--- src/rtl/raccolta_mosse.sv ---
// Collects one move from each of two players, holds the pair until the downstream stage accepts it.
// A missing move forfeits as 00 after TIMEOUT_CICLI cycles of waiting.
module raccolta_mosse #(
    parameter logic [15:0] TIMEOUT_CICLI = 16'd1000
) (
    input  logic       clk,
    input  logic       rst_n,
    input  logic [1:0] MOSSA_P1,
    input  logic       VALIDO_P1,
    input  logic [1:0] MOSSA_P2,
    input  logic       VALIDO_P2,
    input  logic       ANNULLA,
    input  logic       PRONTO,
    output logic [1:0] PRIMO,
    output logic [1:0] SECONDO,
    output logic       USCITA_VALIDA,
    output logic       ATTESA_P1,
    output logic       ATTESA_P2,
    output logic       TIMEOUT,
    output logic [4:0] CONTA_MOSSE
);

    localparam int unsigned MOSSA_W = 2;
    localparam int unsigned CNT_W   = 16;
    localparam int unsigned CONTA_W = 5;
    localparam logic [CONTA_W-1:0] CONTA_MAX = CONTA_W'(31);
    localparam logic [CNT_W-1:0]   SCADENZA  = CNT_W'(TIMEOUT_CICLI - 16'd1);

    typedef enum logic [1:0] {
        VUOTO    = 2'd0,
        SOLO_P1  = 2'd1,
        SOLO_P2  = 2'd2,
        COMPLETO = 2'd3
    } stato_t;

    stato_t               stato_q, stato_d;
    logic [MOSSA_W-1:0]   reg1_q, reg1_d, reg2_q, reg2_d;
    logic [CNT_W-1:0]     cnt_q, cnt_d;
    logic [CONTA_W-1:0]   conta_d;
    logic                 timeout_d;
    logic                 v1, v2;

    assign v1 = VALIDO_P1 && (MOSSA_P1 != 2'b00);
    assign v2 = VALIDO_P2 && (MOSSA_P2 != 2'b00);

    // Next-state, move registers, forfeit counter and transfer count
    always_comb begin
        stato_d   = stato_q;
        reg1_d    = reg1_q;
        reg2_d    = reg2_q;
        cnt_d     = '0;
        conta_d   = CONTA_MOSSE;
        timeout_d = 1'b0;
        if (ANNULLA) begin
            stato_d = VUOTO;
            reg1_d  = '0;
            reg2_d  = '0;
        end else begin
            unique case (stato_q)
                VUOTO: begin
                    if (v1) reg1_d = MOSSA_P1;
                    if (v2) reg2_d = MOSSA_P2;
                    if (v1 && v2)  stato_d = COMPLETO;
                    else if (v1)   stato_d = SOLO_P1;
                    else if (v2)   stato_d = SOLO_P2;
                end
                SOLO_P1: begin
                    if (v2) begin
                        reg2_d  = MOSSA_P2;
                        stato_d = COMPLETO;
                    end else if (cnt_q == SCADENZA) begin
                        reg2_d    = '0;
                        stato_d   = COMPLETO;
                        timeout_d = 1'b1;
                    end else begin
                        cnt_d = CNT_W'(cnt_q + 16'd1);
                    end
                end
                SOLO_P2: begin
                    if (v1) begin
                        reg1_d  = MOSSA_P1;
                        stato_d = COMPLETO;
                    end else if (cnt_q == SCADENZA) begin
                        reg1_d    = '0;
                        stato_d   = COMPLETO;
                        timeout_d = 1'b1;
                    end else begin
                        cnt_d = CNT_W'(cnt_q + 16'd1);
                    end
                end
                COMPLETO: begin
                    if (PRONTO) begin
                        stato_d = VUOTO;
                        reg1_d  = '0;
                        reg2_d  = '0;
                        if (CONTA_MOSSE != CONTA_MAX)
                            conta_d = CONTA_W'(CONTA_MOSSE + 5'd1);
                    end
                end
                default: stato_d = VUOTO;
            endcase
        end
    end

    // State and registered outputs, all derived from the next state
    always_ff @(posedge clk or negedge rst_n) begin
        if (!rst_n) begin
            stato_q       <= VUOTO;
            reg1_q        <= '0;
            reg2_q        <= '0;
            cnt_q         <= '0;
            PRIMO         <= '0;
            SECONDO       <= '0;
            USCITA_VALIDA <= 1'b0;
            ATTESA_P1     <= 1'b1;
            ATTESA_P2     <= 1'b1;
            TIMEOUT       <= 1'b0;
            CONTA_MOSSE   <= '0;
        end else begin
            stato_q       <= stato_d;
            reg1_q        <= reg1_d;
            reg2_q        <= reg2_d;
            cnt_q         <= cnt_d;
            PRIMO         <= (stato_d == COMPLETO) ? reg1_d : 2'b00;
            SECONDO       <= (stato_d == COMPLETO) ? reg2_d : 2'b00;
            USCITA_VALIDA <= (stato_d == COMPLETO);
            ATTESA_P1     <= (stato_d == VUOTO) || (stato_d == SOLO_P2);
            ATTESA_P2     <= (stato_d == VUOTO) || (stato_d == SOLO_P1);
            TIMEOUT       <= timeout_d;
            CONTA_MOSSE   <= conta_d;
        end
    end

endmodule

--- config.mk ---
export PLATFORM = sky130hd
export DESIGN_NAME = raccolta_mosse
export DESIGN_NICKNAME = d
export VERILOG_FILES = /design/src/rtl/raccolta_mosse.sv
export SDC_FILE = /design/constraint.sdc
export NUM_CORES = 1
export LEC_CHECK = 0
export CAP_MARGIN = 20
export CORE_MARGIN = 5
export CORE_UTILIZATION = 54
export DETAILED_ROUTE_END_ITERATION = 10
export HOLD_SLACK_MARGIN = 0.1
export PLACE_DENSITY = 0.84
export SETUP_SLACK_MARGIN = 0.4
export SLEW_MARGIN = 30
export SYNTH_ARGS = -nofsm -noshare
export SYNTH_HDL_FRONTEND = slang
export SYNTH_SLANG_ARGS = --single-unit
--- constraint.sdc ---
create_clock -name clk -period 2.13 [get_ports clk]
set_input_delay 0.426 -clock clk [delete_from_list [all_inputs] [get_ports clk]]
set_output_delay 0.426 -clock clk [all_outputs]
set_load 0.02 [all_outputs]
The metal 2 layer:
The bar under the picture is 20 um long.
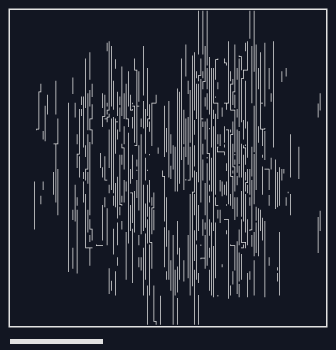
nets with wire on the layer: 219
share of all routed wire: 53%
longest straight run: 36.4 um
wire length on this layer: 2,370 um

==> run notes <==
Here are the numbers from the latest Yosys + OpenROAD run.

The flow ran to the end, and the final reports show no timing, DRC or antenna violations. The path class of the tightest hold or removal check is in2async. The number of nets at floorplan came out at 194. According to the finish report, the design has a final net count of 237. The tightest slew margin relative to the limit is 0.710.

For this sky-water flow run, the detailed-routed wirelength per cell is reported as 16.8 um. The number of warning messages in the yosys log is 0. Detailed routing inserted a total of 1,586 vias.

Entering global routing, the biggest net connects 36 pins. The stage-log warning count is 31. The initial core utilization came out at 0.552. After detailed routing, no signal wire sits above met4.

Looking at the clock tree report, the root buffer type is sky130_fd_sc_hd__clkbuf_4. The count of antenna diodes in the layout came out at 0. The synthesis-to-finish area growth is 31.5%. The congestion estimate from routability-driven global placement came to 1.02.

The average footprint of a synthesized cell is 10.3 um2. The source-to-sink clock delay at the later pin of the worst-skew pair came out at 0.35 ns. The netlist area before placement is 0.00183 mm2. The worst setup path is launched from a register.

The total routed wirelength came out at 4.49 mm. The via count of the first global-routing pass is 1,541. The number of library cell types mapped by synthesis came out at 44. In the synthesized netlist, the number of instances is 177. The share of synthesized area in the top cell type comes to 0.452. STA classifies the critical path endpoint as a register. The transition at the pin with the smallest max-transition slack came out at 0.435 ns. The setup slack after layout came out at 0.355 ns. The floorplan has 21 rows. The layout summary lists the proportion of cells stronger than drive strength 1 as 0.262.

Detailed placement ended at an HPWL of 2.82 mm. According to the floorplan report, the die height is 68.2 um. The share of the yosys chip area belonging to registers is 0.480.

The critical path starts at stato_q[0]$_DFF_PN0_. Looking at the reg2reg group, the worst path starts from stato_q[0]$_DFF_PN0_. The final count of pins violating max slew is 0. The power report puts the leakage power at 1.08 nW. The quantity of I/O buffers inserted on ports came out at 22.

The TritonCTS clock tree is yes. Using the TritonRoute via totals, the vias-per-cell ratio works out to 5.94. The number of fill cells in the layout is 247. The required time of the critical path is 2.40 ns. The final worst clock skew is 0.0106 ns.

The maximum root-to-sink buffer count came out at 2. The arrival time of data at the critical path endpoint is 2.04 ns. By count the netlist is led by sky130_fd_sc_hd__dfrtp_1, sky130_fd_sc_hd__nor2_1, sky130_fd_sc_hd__nand2_1. The number of antenna violations at the first check in global routing came out at 0. The clock-pin slew on the worst setup and hold paths is 0.11 ns. Per the cell usage report, the commonest logic cells after layout are sky130_fd_sc_hd__dfrtp_1, sky130_fd_sc_hd__nor2_1, sky130_fd_sc_hd__nand2_1, sky130_fd_sc_hd__buf_4, sky130_fd_sc_hd__xnor2_1.

By instance count after routing, the leading logic cell type is sky130_fd_sc_hd__dfrtp_1. Hold is met by 0.477 ns. The worst setup slack after placement came out at 0.111 ns. The minimum period implied by the final worst setup slack is 1.77 ns.

Across the run, the number of max-cap violations was 0. The number of ports placed on the die boundary is 23. In the finished design, the share of the clock period the worst path needs comes to 0.833. The final timing report counts setup violations totalling 0. The overall die size recorded for this design is 0.00465 mm2. The maximum clock frequency is 563 MHz. The TritonCTS sink count is 35. In the global route stage, overall resource usage came out at 0.207. The power per unit of standard cell area came out at 836 mW/mm2. The number of cells reported by Yosys stat comes to 177. The total global routing overflow is 0. The count of antenna-violating nets left after detailed routing came out at 0.

The detailed-router iteration count before antenna repair is 4. The detailed-routed wire length on met2 came out at 2.37 mm. Summed over all failing endpoints, the final setup total negative slack is 0 ns. The met3 wire length is 237 um. The met1 wire length came out at 1.73 mm. The maximum fanout along the worst path came out at 6. The CTS report gives the tree buffer count as 5.

Among all cell types in the netlist, the one instantiated most often is sky130_fd_sc_hd__dfrtp_1. Setup repair after global routing could not meet its margin everywhere. The synthesis report lists the most area-consuming cells as sky130_fd_sc_hd__dfrtp_1, sky130_fd_sc_hd__xnor2_1, sky130_fd_sc_hd__ha_1, sky130_fd_sc_hd__nor2_1, sky130_fd_sc_hd__nand2_1. The residual DRC count is 0. The commonest register cell is sky130_fd_sc_hd__dfrtp_1. CTS built an H-tree with a depth of 2.

The violation count after the first detailed-routing iteration came out at 150. Per the final timing report, the hold violations number 0. Sorting the Yosys area breakdown by cell type puts at the top sky130_fd_sc_hd__dfrtp_1. The die width came out at 68.2 um. The critical path is of the reg2reg type. The worst vdd rail ir drop came out at 0.570 mV. The proportion of register bits with asynchronous set or reset after synthesis is 1.00. The first-pass GRT wire length came out at 7.05 mm. The chip area line in the Yosys stat output reads 0.00183 mm2.

The number of cells on the worst reg-to-reg path is 7. The cts-stage hold buffer count is 0. The number of synthesized register bits is 35. Yosys mapped a number of flops with a built-in enable equal to 0. The capture point of the worst register-to-register path is recorded as PRIMO[0]$_DFF_PN0_.

The minimum setup slack among reg-to-reg paths is 0.36 ns.
Placed standard cells:
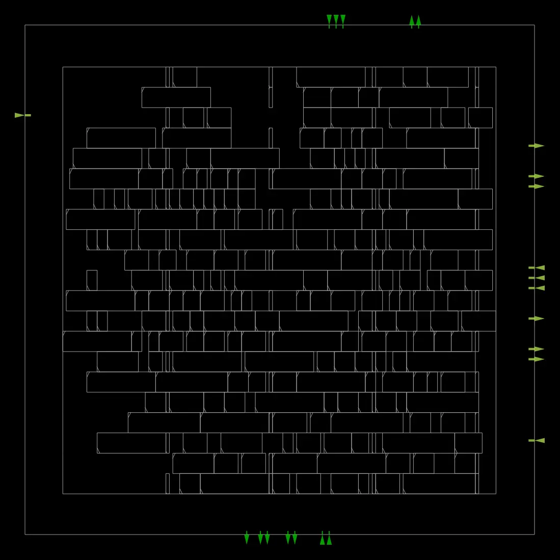
Seq Cell Count: 35
share of the final layout cell area in sequential cells: 0.368
core footprint: 0.00331 mm2

==> area by class of cell <==
type	instances	area, um2	share of cell area
multi-input cells	130	1020	0.426
repair buffers	39	347	0.144
flip-flops and latches	35	883	0.368
well taps	46	57.6	0.0239
clock inverters	3	15.0	0.00625
clock buffers	5	37.5	0.0156
inverters	9	38.8	0.0161
==> registers in the layout (all words and copies together), names as in the netlist <==
| register | flops |
|---|---|
| ATTESA_P1 | 1 |
| ATTESA_P2 | 1 |
| CONTA_MOSSE | 5 |
| PRIMO | 2 |
| SECONDO | 2 |
| TIMEOUT | 1 |
| USCITA_VALIDA | 1 |
| cnt_q | 16 |
| reg1_q | 2 |
| reg2_q | 2 |
| stato_q | 2 |
==> how the worst max path moves through the flow <==
| stage | endpoint | slack (ns) | cells after the start |
|---|---|---|---|
| global route | PRIMO[0]$_DFF_PN0_ | 0.27 | 7 |
| finish | PRIMO[0]$_DFF_PN0_ | 0.36 | 7 |
| detailed placement | SECONDO[1]$_DFF_PN0_ | 0.11 | 5 |
| CTS | PRIMO[0] | 0.40 | 1 |
| global placement | SECONDO[0]$_DFF_PN0_ | 0.17 | 5 |
| floorplan | CONTA_MOSSE[1]$_DFFE_PN0P_ | 0.40 | 5 |
==> routing by layer <==
metal | GRT usage | vias up
li1 | - | 735
met1 | 0.225 | 781
met2 | 0.375 | 52
met3 | 0.0624 | 18
met4 | 0.0769 | 0
met5 | 0 | -
==> kinds of logic (layout without fill, tap and decap cells) <==
| family | Yosys count | in the layout | synth area share |
|---|---|---|---|
| AOI/OAI and AO/OA | 34 | 34 | 0.135 |
| xor gates and xnor gates | 15 | 15 | 0.0719 |
| adders and majority gates | 7 | 7 | 0.0479 |
| buffers and inverters | 12 | 56 | 0.0274 |
| DFF | 35 | 35 | 0.480 |
| muxes | 2 | 2 | 0.0123 |
| and+or+nand+nor | 72 | 72 | 0.225 |
==> repair_timing <==
action / 4_1_cts / 5_1_grt
gates resized: 18 / 25
endpoints found under the setup margin: 41 / 28
setup buffers: 7 / 7
pin swaps: 3 / 7
==> worst max-delay path, stage by stage, from the launching register on <==
cell and delay, ns:
sky130_fd_sc_hd__dfrtp_2 0.48, sky130_fd_sc_hd__buf_6 0.15, sky130_fd_sc_hd__ha_4 0.18, sky130_fd_sc_hd__buf_4 0.13, sky130_fd_sc_hd__nor2b_1 0.15, sky130_fd_sc_hd__a22o_1 0.16
sky130_fd_sc_hd__o211ai_1 0.15, sky130_fd_sc_hd__a221oi_2 0.29
==> stage by stage <==
step           utilization  cell area, um2  power [W]  cells
3_3_place_gp         0.639            2120    0.00136    245
5_1_grt              0.726            2400    0.00212    267
2_1_floorplan            -            1830    0.00119    177
6_report             0.726            2400    0.00201    267
3_5_place_dp         0.639            2120    0.00140    245
4_1_cts              0.675            2240    0.00178    260
==> where the power goes <==
group | internal (W) | total, W | switching (W)
Clock | 0.000123 | 0.000346 | 0.000224
Combinational | 0.000375 | 0.000842 | 0.000467
Sequential | 0.000748 | 0.000822 | 0.0000741
Power is estimated from default activity; no workload was simulated.
